Design mul_div_unit, sky130hd; sources not shown.
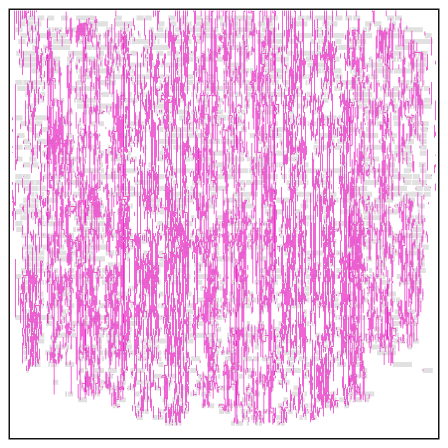
Figure 1: met2 routing.
Cells faint in the background.
- longest straight run: 73.1 µm
- main direction: vertical
- nets with wire on the layer: 2169
met2 track utilization from global routing: 0.525
overall via count from detail_route: 18500

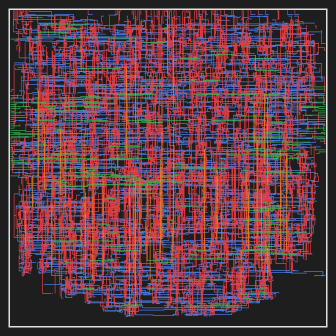
Figure 2: routed metal, one color a layer.
- orange: metal 4 (wire length 2220 µm)
- green: metal 3 (wire length 3460 µm)
- blue: metal 1 (wire length 26.7 mm)
- red: metal 2 (wire length 29.1 mm)
routed wire length: 61.5 mm
post-DR wirelength/cell: 20.4 µm
global-route total usage across every layer: 0.315

==> impl_metrics.py <==
# Generated from Yosys and OpenROAD reports
metrics = {
    "outcome": {
        "status": "finished clean",
    },
    "placed_design": {
        "placed_cells": 2979,
        "placedInstanceArea_um2": 20100,
        "place_congestion": 0.974,
        "dp_worst_setup_slack_ns": 11.29,
        "dp.final_hpwl_mm": 45.7,
    },
    "worst_setup_path": {
        "crit_type": "reg -> reg",
        "timing.critical_path.to_type": "register",
        "timing.reg2reg.worst_path_depth": 21,
        "cp_num_cells": 21,
        "critical-path-slowest-cell": "a2111oi_0",
        "slowest_cell_delay_on_critical_path_ns": 0.51,
        "crit_fanout": 6,
    },
    "global_routing": {
        "antenna_found_initial": 0,
        "grt_max_degree": 106,
        "wire_length_of_the_first_global_routing_pass_mm": 97.2,
        "grt_most_used_layer": "met2",
        "grt_use_met3": 0.0349,
        "grt_pass1_vias": 17500,
        "global_route.overflow_total": 0,
    },
    "floorplan": {
        "floorplan.rows": 71,
        "initial_utilization": 0.494,
        "dieHeight_um": 198,
        "die_width_um": 198,
    },
    "cells_and_area": {
        "layout-area-overhead-vs-synth_pct": 11.9,
        "final.fill_count": 3585,
        "area_share_clock_buf_inv": 0.0270,
        "area.share.combinational": 0.643,
        "comb.multi_input.count": 2075,
        "clk_buf": 18,
        "logic_area_um2": 13300,
        "fin_nets": 2670,
        "leading_cell_types_in_the_layout_fill_and_taps_excluded": "nand2_1, o21ai_0, nor2_1",
        "antenna_cells": 0,
        "final-nonclk-buf-share": 0.0750,
        "flop-count": 176,
        "dominant_cells": "logic gates",
        "register_area_um2": 4410,
        "layout.non_clock_buffers": 160,
        "seq_share": 0.213,
        "post-route-util": 0.553,
    },
    "logic_synthesis": {
        "compound_area_frac": 0.279,
        "synth_stat.cells": 2464,
        "dominantRegCellSynth": "dfrtp_1",
        "postSynth.asyncResetShare": 1.00,
        "largest_family_of_logic_cells_by_area": "AND-OR/OR-AND gates",
        "syn_area_um2": 18500,
        "synth_chip_area_um2": 18500,
        "netlist_top_cells_area": "dfrtp_1, o21ai_0, ha_1",
        "mux_area_frac": 0.0335,
        "yosys-top-cells-count": "nand2_1, o21ai_0, nor2_1",
        "simple_gate_area_frac": 0.211,
        "ys_sh_adder": 0.0764,
        "synth_largest_type_area_fraction": 0.238,
    },
    "power": {
        "power.share.sequential": 0.206,
        "p_per_cell_area_nw_per_um2": 204,
        "switchingPower_mw": 2.28,
        "power.combinational.total_mw": 2.96,
        "comb_power_share": 0.704,
        "seq_cell_power_mw": 0.868,
        "vdd_drop_max_v": 0.000121,
        "power_leakage_nw": 8.48,
        "share_clk_of_total_power": 0.090,
        "p_int_mw": 1.93,
    },
    "clock_network": {
        "cts_num_sinks": 176,
        "clock_tree.root_cell": "clkbuf_16",
        "cts_setup_buffers": 0,
        "postCtsHoldBufs": 0,
        "h-tree-depth": 4,
        "cts_tree": "done",
    },
    "hold_path": {
        "min_path_type": "reg -> reg",
        "cells_on_worst_hold_path": 2,
    },
    "routing": {
        "met3_wirelength_mm": 3.46,
        "drt_iter0_markers": 1522,
        "drc_errors": 0,
        "drt_first_pass_iters": 5,
        "antenna_violating_nets_post_route": 0,
    },
    "timing": {
        "worst_clock_skew_ns": 0.0171,
        "max_freq_ghz": 0.165,
        "report.final.hold_viol_count": 0,
        "holdWs_ns": 0.484,
        "fin_crit_sh": 0.343,
    },
    "flow_run": {
        "openroad_warnings": 32,
    },
}
Power figures rest on the tool's default switching activity, not on a simulated workload.
